===== src/rtl/tank_motion_if.sv =====
// Bundles the decoder-side request and the renderer/collision-side outputs of tank_motion.
// The master drives the request; the slave (tank_motion) drives position and status.
interface tank_motion_if;
  logic [2:0] direct;
  logic       moving;
  logic [9:0] pos_x;
  logic [9:0] pos_y;
  logic [1:0] heading;
  logic       turning;
  logic       step_pulse;
  logic       at_wall;

  modport master (
    output direct, moving,
    input  pos_x, pos_y, heading, turning, step_pulse, at_wall
  );

  modport slave (
    input  direct, moving,
    output pos_x, pos_y, heading, turning, step_pulse, at_wall
  );
endinterface


===== src/rtl/tank_motion.sv =====
// Player-tank position integrator: prescaled stepping, turn penalty, edge clamping.
// Define TANK_WRAP_EN to wrap around screen edges instead of clamping (at_wall then tied to 0).
module tank_motion #(
  parameter int unsigned STEP_DIV = 1_000_000,
  parameter int unsigned STEP     = 2,
  parameter int unsigned X_MAX    = 623,
  parameter int unsigned Y_MAX    = 463,
  parameter int unsigned X_INIT   = 304,
  parameter int unsigned Y_INIT   = 224
) (
  input  logic            clk_100mhz,
  input  logic            rst,
  tank_motion_if.slave    bus
);

  typedef enum logic [1:0] {IDLE, TURN, MOVE} state_t;

  localparam logic [31:0] TICK_AT = 32'(STEP_DIV - 1);
  localparam logic [10:0] STEP_W  = 11'(STEP);
  localparam logic [9:0]  X_LIM   = 10'(X_MAX);
  localparam logic [9:0]  Y_LIM   = 10'(Y_MAX);

  state_t      state_p0, state_p1;
  logic [31:0] cnt_p0, cnt_p1;
  logic [1:0]  heading_p0, heading_p1;
  logic [9:0]  pos_x_p0, pos_x_p1;
  logic [9:0]  pos_y_p0, pos_y_p1;
  logic        vld_p0, vld_p1;
  logic        at_wall_p1;
  logic        req_ok, same_dir, tick;

  // One axis step in 11 bits so x+STEP cannot overflow before the edge test.
  function automatic logic [9:0] step_axis(input logic [9:0] v, input logic [9:0] lim,
                                           input logic inc);
    logic [10:0] w;
    logic [10:0] l;
    w = {1'b0, v};
    l = {1'b0, lim};
    if (inc) begin
      w = w + STEP_W;
`ifdef TANK_WRAP_EN
      if (w > l) w = w - (l + 11'd1);
`else
      if (w > l) w = l;
`endif
    end else if (w < STEP_W) begin
`ifdef TANK_WRAP_EN
      w = w + l + 11'd1 - STEP_W;
`else
      w = '0;
`endif
    end else begin
      w = w - STEP_W;
    end
    return w[9:0];
  endfunction

`ifndef TANK_WRAP_EN
  function automatic logic wall(input logic [1:0] h, input logic [9:0] x, input logic [9:0] y);
    case (h)
      2'd0:    return x == 10'd0;
      2'd1:    return x == X_LIM;
      2'd2:    return y == 10'd0;
      default: return y == Y_LIM;
    endcase
  endfunction
`endif

  assign req_ok   = bus.moving & ~bus.direct[2];
  assign same_dir = (bus.direct[1:0] == heading_p1);
  assign tick     = (cnt_p1 == TICK_AT);

  always_comb begin
    state_p0   = state_p1;
    cnt_p0     = cnt_p1;
    heading_p0 = heading_p1;
    pos_x_p0   = pos_x_p1;
    pos_y_p0   = pos_y_p1;
    vld_p0     = 1'b0;
    case (state_p1)
      IDLE: begin
        cnt_p0 = '0;
        if (req_ok) begin
          if (same_dir) begin
            state_p0 = MOVE;
          end else begin
            heading_p0 = bus.direct[1:0];
            state_p0   = TURN;
          end
        end
      end
      TURN: begin
        cnt_p0 = tick ? '0 : cnt_p1 + 32'd1;
        if (!req_ok) begin
          state_p0 = IDLE;
          cnt_p0   = '0;
        end else if (!same_dir) begin
          heading_p0 = bus.direct[1:0];
          cnt_p0     = '0;
        end else if (tick) begin
          state_p0 = MOVE;
        end
      end
      MOVE: begin
        cnt_p0 = tick ? '0 : cnt_p1 + 32'd1;
        // Release and re-aim both take priority over a coincident tick.
        if (!req_ok) begin
          state_p0 = IDLE;
          cnt_p0   = '0;
        end else if (!same_dir) begin
          heading_p0 = bus.direct[1:0];
          state_p0   = TURN;
          cnt_p0     = '0;
        end else if (tick) begin
          vld_p0 = 1'b1;
          case (heading_p1)
            2'd0:    pos_x_p0 = step_axis(pos_x_p1, X_LIM, 1'b0);
            2'd1:    pos_x_p0 = step_axis(pos_x_p1, X_LIM, 1'b1);
            2'd2:    pos_y_p0 = step_axis(pos_y_p1, Y_LIM, 1'b0);
            default: pos_y_p0 = step_axis(pos_y_p1, Y_LIM, 1'b1);
          endcase
        end
      end
      default: begin
        state_p0 = IDLE;
        cnt_p0   = '0;
      end
    endcase
  end

  // Stage boundary: registered state, prescaler, position and status.
  always_ff @(posedge clk_100mhz) begin
    if (rst) begin
      state_p1   <= IDLE;
      cnt_p1     <= '0;
      heading_p1 <= 2'd2;
      pos_x_p1   <= 10'(X_INIT);
      pos_y_p1   <= 10'(Y_INIT);
      vld_p1     <= 1'b0;
      at_wall_p1 <= 1'b0;
    end else begin
      state_p1   <= state_p0;
      cnt_p1     <= cnt_p0;
      heading_p1 <= heading_p0;
      pos_x_p1   <= pos_x_p0;
      pos_y_p1   <= pos_y_p0;
      vld_p1     <= vld_p0;
`ifdef TANK_WRAP_EN
      at_wall_p1 <= 1'b0;
`else
      at_wall_p1 <= wall(heading_p1, pos_x_p1, pos_y_p1);
`endif
    end
  end

  assign bus.pos_x      = pos_x_p1;
  assign bus.pos_y      = pos_y_p1;
  assign bus.heading    = heading_p1;
  assign bus.turning    = (state_p1 == TURN);
  assign bus.step_pulse = vld_p1;
  assign bus.at_wall    = at_wall_p1;

endmodule


===== src/flat_wrapper.sv =====
// flat-port wrapper written by rule: the top's interface ports become plain ports
module tank_motion_flat 
#(
  parameter int unsigned STEP_DIV = 1_000_000,
  parameter int unsigned STEP     = 2,
  parameter int unsigned X_MAX    = 623,
  parameter int unsigned Y_MAX    = 463,
  parameter int unsigned X_INIT   = 304,
  parameter int unsigned Y_INIT   = 224
)
  (clk_100mhz, rst, bus_direct, bus_moving, bus_pos_x, bus_pos_y, bus_heading, bus_turning, bus_step_pulse, bus_at_wall);
  tank_motion_if bus_i ();
  input  logic clk_100mhz;
  input  logic rst;
  input wire logic [$bits(bus_i.direct)-1:0] bus_direct;
  input wire logic [$bits(bus_i.moving)-1:0] bus_moving;
  output wire logic [$bits(bus_i.pos_x)-1:0] bus_pos_x;
  output wire logic [$bits(bus_i.pos_y)-1:0] bus_pos_y;
  output wire logic [$bits(bus_i.heading)-1:0] bus_heading;
  output wire logic [$bits(bus_i.turning)-1:0] bus_turning;
  output wire logic [$bits(bus_i.step_pulse)-1:0] bus_step_pulse;
  output wire logic [$bits(bus_i.at_wall)-1:0] bus_at_wall;
  assign bus_i.direct = bus_direct;
  assign bus_i.moving = bus_moving;
  assign bus_pos_x = bus_i.pos_x;
  assign bus_pos_y = bus_i.pos_y;
  assign bus_heading = bus_i.heading;
  assign bus_turning = bus_i.turning;
  assign bus_step_pulse = bus_i.step_pulse;
  assign bus_at_wall = bus_i.at_wall;
  tank_motion #(.STEP_DIV(STEP_DIV), .STEP(STEP), .X_MAX(X_MAX), .Y_MAX(Y_MAX), .X_INIT(X_INIT), .Y_INIT(Y_INIT)) u_core (.clk_100mhz(clk_100mhz), .rst(rst), .bus(bus_i));
endmodule

===== config.mk =====
export PLATFORM = sky130hd
export DESIGN_NAME = tank_motion_flat
export DESIGN_NICKNAME = d
export VERILOG_FILES = /design/src/rtl/tank_motion_if.sv /design/src/rtl/tank_motion.sv /design/src/flat_wrapper.sv
export SDC_FILE = /design/constraint.sdc
export NUM_CORES = 1
export LEC_CHECK = 0
export CORE_ASPECT_RATIO = 0.9
export CORE_MARGIN = 2
export CORE_UTILIZATION = 50
export CTS_CLUSTER_SIZE = 10
export DETAILED_ROUTE_END_ITERATION = 6
export GPL_TIMING_DRIVEN = 0
export PLACE_DENSITY_LB_ADDON = 0.05
export SYNTH_ARGS = -nofsm -noshare
export SYNTH_HDL_FRONTEND = slang
export SYNTH_SLANG_ARGS = --single-unit

===== constraint.sdc =====
create_clock -name clk_100mhz -period 3.9 [get_ports clk_100mhz]
set_clock_uncertainty 0.05 [all_clocks]
set_input_delay 0.975 -clock clk_100mhz [delete_from_list [all_inputs] [get_ports clk_100mhz]]
set_output_delay 0.975 -clock clk_100mhz [all_outputs]
set_load 0.05 [all_outputs]

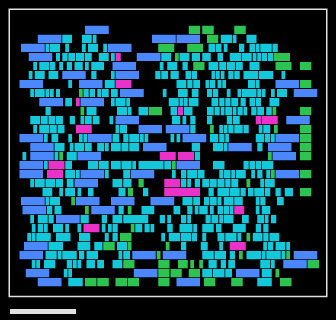
*Placement by cell class, run 1*
Bar = 20 um.
legend:
  blue:
    class: flops
    cells: 58
  cyan:
    class: combinational and other logic
    cells: 394
  green:
    class: other buffers and delay cells
    cells: 62
  magenta:
    class: clock drivers and dummy loads
    cells: 16

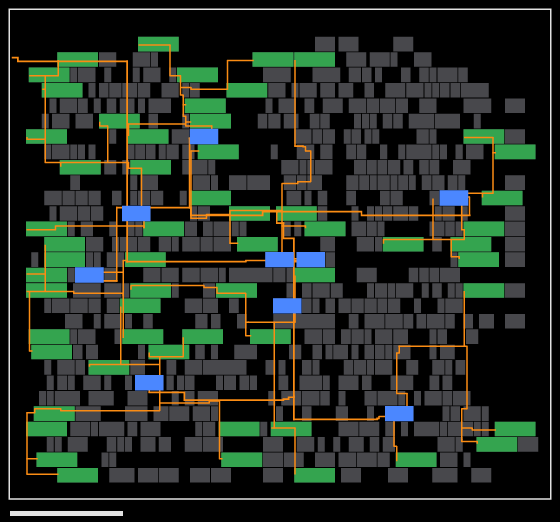
*Routed clock nets over the placement, run 1*
Bar = 20 um.
legend:
  orange:
    item: clock wires
    length: 898 um
  green:
    item: flip-flops
    count: 58
  blue:
    item: clock drivers
    count: 9
flops lie: spread over the die
Late-Pin Clk Latency: 0.35 ns
clock power share: 43.9%

==> run_results.csv, run 1 <==
group,metric,value,unit
floorplanning,placementRows,29,
routing,drtAntennaViolNets,0,
setup_path,crit_chain,"clkdlybuf4s50_1 -> xor2_1 -> or2_2 -> clkbuf_1 -> nor4_4 -> mux2_1 -> a311o_1",
final_timing,slew_headroom,35.61,%
global_route,grt_max_degree,11,
routing,vias,3620,
final_timing,post-route-period-util,83.39,%
logic_synthesis,syn_nets,501,
run_status,status,"completed",
global_route,grt_pass1_wl,15.41,mm
logic_synthesis,most_common_cell,"nor2_1",
logic_synthesis,top_area_cell,"dfxtp_1",
logic_synthesis,synth.avg_cell_area,7.768,um2
floorplanning,fp_util,52.33,%
flow_run,drv_cap,0,
setup_path,path_class,"in2reg",
layout,num-nets-final,542,
placement,port_buffers,30,
placement,place_hpwl,6.682,mm
final_timing,tightest_slew,0.9570,ns
logic_synthesis,yosys_area,0.003760,mm2
clocking,cts_tree,"yes",
final_timing,finalSetupTns,0,ns
final_timing,finalHoldViolCount,0,
layout,syn_to_final_growth,16.27,%
logic_synthesis,ys_top_cells_by_count,"nor2_1, dfxtp_1, nand2_1",
routing,drc,0,
global_route,grt_pass1_vias,3265,
clocking,cts_resized,0,
clocking,clkSlewWorstSetupHoldPaths,0.07,ns
floorplanning,io_pins,31,
logic_synthesis,synth_top_area_share,30.88,%
logic_synthesis,yosysSeqAreaShare,30.88,%
setup_path,cp.arrival,3.44,ns
logic_synthesis,ys_warn_count,0,
final_timing,rsz0062_at_grt,"false",
routing,vias_per_cell,5.811,
routing,avgRoutedWirePerCell,14.78,um
logic_synthesis,async_reset_ff_share,0,%
power_and_ir_drop,worst_ir_drop_vdd,0.0003182,V
final_timing,max_freq,307.5,MHz
logic_synthesis,ys_cells,484,
global_route,gr-usage-all-layers,23.80,%
power_and_ir_drop,power_density,294.9,mW/mm2
global_route,grt_antenna_before_repair,0,
logic_synthesis,netlist_area,0.003760,mm2
floorplanning,die_w,95.41,um
routing,routed_wl,9.205,mm
setup_path,cp_num_buf_inv,2,
clocking,cts_root_buffer,"clkbuf_8",
floorplanning,die_h,86.27,um
logic_synthesis,synthDistinctLibCells,64,
placement,gp_congestion,0.9342,
setup_path,cp_max_fo,9,
routing,dr.pass1.iters,4,
floorplanning,core_region_area,0.007184,mm2
setup_path,cpLargestDelayFamily,"simple AND/OR/NAND/NOR gates",
setup_path,slowest_stage,"nor4_4",
logic_synthesis,synth-main-ff-cell,"dfxtp_1",
clocking,clockBufferDepth,2,
setup_path,worstPathRequired,4.09,ns
layout,fillers,666,
setup_path,critPathCaptureType,"register",
setup_path,max_stage_delay,0.59,ns
floorplanning,dieArea,0.008230,mm2
clocking,cts_setup_buffers,0,
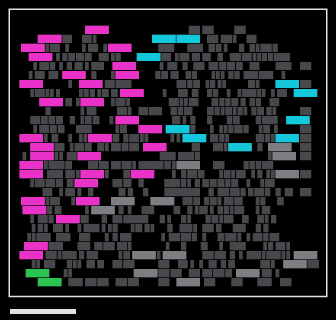
*Where the registers sit, run 1*
Bar = 20 um. Other sequential cells in the stronger gray, the rest of the logic in the fainter gray.
legend:
  cyan:
    name_in_the_netlist: `u_core.bus.pos_y`
    placed_flops: 10
  green:
    name_in_the_netlist: `u_core.state_p1`
    placed_flops: 2
  magenta:
    name_in_the_netlist: `u_core.cnt_p1`
    placed_flops: 32
not colored: 14
Storage cell area: 0.001161 mm2
final core utilization: 60.85%
sequential cell area share: 26.56%
sequential power: 0.000604 W

[run 1: logic make-up after synthesis]
kind of cell               share of synthesized area, %
xor gates and xnor gates                          9.085
and+or+nand+nor                                   32.98
adders and majority gates                         3.661
muxes                                             2.163
buffers and inverters                             5.857
DFF                                               30.88
AOI/OAI and AO/OA                                 15.37
[run 1: stage by stage]
stage / cells / instance area, um2 / setup slack [ns] / power [W]
after floorplan: 484 / 3760 / 0.9478 / 0.0007037
after global placement: 607 / 4177 / 0.3086 / 0.0007338
after detailed placement: 607 / 4177 / 0.3014 / 0.0007367
after CTS: 623 / 4372 / 0.6707 / 0.001299
after global routing: 623 / 4372 / 0.5204 / 0.001340
final: 623 / 4372 / 0.6476 / 0.001289
[run 1: routing by layer]
metal	GRT usage, %	share of wire, %
met2	37.96	46
met4	5.844	1.1
met5	0	0
met1	32.34	47
met3	6.087	6.2
[run 1: sequential cells by signal (all words and copies together) (netlist names)]
register	cells
u_core.bus.pos_y	10
u_core.state_p1	2
u_core.bus.step_pulse	1
u_core.bus.heading	2
u_core.cnt_p1	32
u_core.bus.at_wall	1
u_core.bus.pos_x	10
[run 1: cell usage in the layout (no fill, tap or decap), drive strengths merged, types with 3 or more instances in the layout]
cell and n:
nand2b 6, a21oi 23, clkbuf 36, a31oi 5, o21ai 21, nor4 12
a211oi 4, nor2 63, clkdlybuf4s50 31, a311oi 4, o31ai 3, xor2 25
mux2i 7, a211o 5, nand4 18, clkinv 4, nand2 48, nand3 26
and3 5, buf 5, xnor2 14, inv 12, and2 7, and4 4
or3 7, nor3 19, or4 5, ha 11, dfxtp 58
[run 1: worst paths after layout]
| path | startpoint | end | slack (ns) | depth (start not counted) |
|---|---|---|---|---|
| worst max-delay path | bus_direct[1] | u_core.bus.pos_x[4] | 0.65 | 7 |
| worst min-delay path | u_core.cnt_p1[0] | u_core.cnt_p1[0] | 0.42 | 1 |
| worst max register to register | u_core.cnt_p1[22] | u_core.bus.pos_x[4] | 0.68 | 7 |
| worst min register to register | u_core.cnt_p1[0] | u_core.cnt_p1[0] | 0.42 | 1 |
[run 1: worst register-to-register path, cell delays in order (launching register included)]
cell and delay [ns]:
dfxtp_1 0.34, or4_1 0.52, or4_4 0.46, or3_1 0.31, buf_2 0.17, nor4_4 0.58, mux2_1 0.38, a311o_1 0.31
[run 1: final cells by class]
| cell class | count | area share [%] |
|---|---|---|
| buffer | 32 | 4.007 |
| tap | 93 | 2.662 |
| inverter | 12 | 1.030 |
| timing repair buffer | 30 | 6.869 |
| clock buffer | 11 | 3.234 |
| clock inverter | 5 | 1.231 |
| multi-input combinational | 382 | 54.41 |
| sequential | 58 | 26.56 |
[run 1: power by group]
part / switching, W / internal (W) / total (W)
Sequential: 0.00000605 / 0.000598 / 0.000604
Clock: 0.000256 / 0.000310 / 0.000566
Combinational: 0.0000723 / 0.0000469 / 0.000119
--- run 2 (diff from run 1) ---
==> constraint.sdc (replaced) <==
create_clock -name clk_100mhz -period 3 [get_ports clk_100mhz]
set_clock_uncertainty 0.05 [all_clocks]
set_input_delay 0.75 -clock clk_100mhz [delete_from_list [all_inputs] [get_ports clk_100mhz]]
set_output_delay 0.75 -clock clk_100mhz [all_outputs]
set_load 0.05 [all_outputs]
==> run_results.csv, run 2 <==
group,metric,value,unit
logic_synthesis,yosys_area,0.003760,mm2
flow_run,drv_cap,0,
min_path,hold_depth,1,
final_timing,post-route-period-util,96.46,%
routing,vias,3624,
setup_path,slowest_stage,"or4_1",
clocking,clockBufferDepth,2,
layout,fillers,664,
floorplanning,io_pins,31,
global_route,grt_pass1_vias,3277,
power_and_ir_drop,total_power,0.001673,W
routing,routed_wl,9.184,mm
setup_path,crit_chain,"or4_1 -> or4_4 -> or3_1 -> buf_2 -> nor4_4 -> o21ai_0 -> o221a_2",
logic_synthesis,ys_top_cells_by_count,"nor2_1, dfxtp_1, nand2_1",
final_timing,tightest_slew,0.9914,ns
logic_synthesis,synth-main-ff-cell,"dfxtp_1",
logic_synthesis,synth_top_area_share,30.88,%
logic_synthesis,netlist_area,0.003760,mm2
logic_synthesis,syn_nets,501,
logic_synthesis,most_common_cell,"nor2_1",
power_and_ir_drop,power_density,381.3,mW/mm2
global_route,grt_max_degree,11,
run_status,status,"completed",
routing,avgRoutedWirePerCell,14.72,um
global_route,gr-usage-all-layers,23.84,%
power_and_ir_drop,worst_ir_drop_vdd,0.0004145,V
logic_synthesis,top_area_cell,"dfxtp_1",
layout,syn_to_final_growth,16.67,%
setup_path,reg2reg_depth,7,
power_and_ir_drop,p_sw_share,25.75,%
layout,layout_top_cell,"nor2_1",
power_and_ir_drop,switchingPower,0.0004307,W
routing,vias_per_cell,5.808,
power_and_ir_drop,internal-power,0.001242,W
setup_path,path_class,"reg2reg",
layout,final_cell_mix,"nor2_1, dfxtp_1, nand2_1",
setup_path,cp.arrival,3.08,ns
setup_path,path_depth,7,
setup_path,cpLargestDelayFamily,"simple AND/OR/NAND/NOR gates",
floorplanning,dieArea,0.008230,mm2
setup_path,cp_max_fo,7,
placement,port_buffers,30,
placement,place_hpwl,6.682,mm
setup_path,critPathCaptureType,"register",
clocking,insertion_delay,0.35,ns
routing,drc,0,
logic_synthesis,ys_warn_count,0,
placement,dpl_cell_area,0.004177,mm2
-- run 2: final cells by class --
class	instances	area (um2)	area share [%]
well taps	93	116.4	2.653
clock inverters	5	53.80	1.226
inverters	12	45.04	1.027
repair buffers	31	307.8	7.017
flip-flops and latches	58	1161	26.47
plain buffers	32	176.4	4.022
multi-input cells	382	2385	54.36
clock buffers	11	141.4	3.223
-- run 2: worst reg2reg max path: cells and delay by family (launching register included) --
family | cells | cell delay (ns)
and+or+nand+nor | 4 | 1.78
AOI/OAI and AO/OA | 2 | 0.44
DFF | 1 | 0.34
buffers and inverters | 1 | 0.17
-- run 2: kinds of logic after synthesis --
| logic type | Yosys count | share of synthesized area [%] |
|---|---|---|
| xor+xnor | 39 | 9.085 |
| fa+ha+maj | 11 | 3.661 |
| mux | 8 | 2.163 |
| simple gates | 237 | 32.98 |
| buf+inv | 44 | 5.857 |
| flops | 58 | 30.88 |
| compound gates | 87 | 15.37 |
-- run 2: path summary, 6_finish.rpt --
path / to / slack [ns] / startpoint
worst max-delay path: u_core.bus.pos_x[3] / 0.11 / u_core.cnt_p1[22]
worst min-delay path: u_core.cnt_p1[0] / 0.42 / u_core.cnt_p1[0]
worst max register to register: u_core.bus.pos_x[3] / 0.11 / u_core.cnt_p1[22]
worst min register to register: u_core.cnt_p1[0] / 0.42 / u_core.cnt_p1[0]
-- run 2: power groups by stage --
stage / Sequential [W] / Clock, W / Combinational (W)
4_1_cts: 0.000786 / 0.000747 / 0.000155
2_1_floorplan: 0.000807 / 0 / 0.000108
3_5_place_dp: 0.000803 / 0 / 0.000154
6_report: 0.000785 / 0.000732 / 0.000155
5_1_grt: 0.000787 / 0.000784 / 0.000170
3_3_place_gp: 0.000802 / 0 / 0.000151
-- run 2: metal layers --
metal | track usage (%) | vias to the layer above | routed length (um)
li1 | - | 1826 | -
met1 | 32.40 | 1672 | 4224
met2 | 38.03 | 117 | 4253
met3 | 6.087 | 9 | 628
met4 | 5.844 | 0 | 78
met5 | 0 | - | 0
-- run 2: through the flow --
step	instances	hold slack, ns	setup WS, ns	utilization (%)	setup TNS [ns]
after floorplan	484	0.3799	0.04784	-	0
after global placement	607	0.3923	-0.3664	58.13	-4.701
after detailed placement	607	0.4062	-0.3736	58.13	-5.573
after CTS	624	0.4236	0.1301	60.95	0
after global routing	624	0.4524	0.003631	61.06	0
final	624	0.4158	0.1063	61.06	0
-- run 2: repair_timing --
action / CTS / global route
hold endpoints to repair: 0 / 0
setup buffers: 1 / 0
setup endpoints to repair: 2 / 6
resized: 0 / 4
pin swaps: 1 / 0
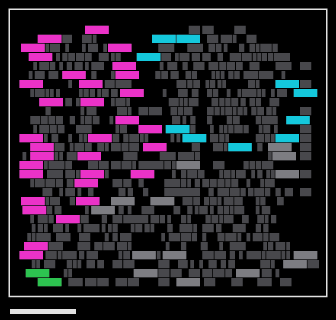
*Where the registers sit, run 2*
Bar = 20 um. Other sequential cells in the stronger gray, the rest of the logic in the fainter gray.
legend:
  cyan:
    name_in_the_netlist: `u_core.bus.pos_y`
    placed_flops: 10
  magenta:
    name_in_the_netlist: `u_core.cnt_p1`
    placed_flops: 32
  green:
    name_in_the_netlist: `u_core.state_p1`
    placed_flops: 2
not colored: 14
final core utilization: 61.06%
sequential cell area share: 26.47%
sequential power: 0.000785 W

Power is estimated from default activity; no workload was simulated.
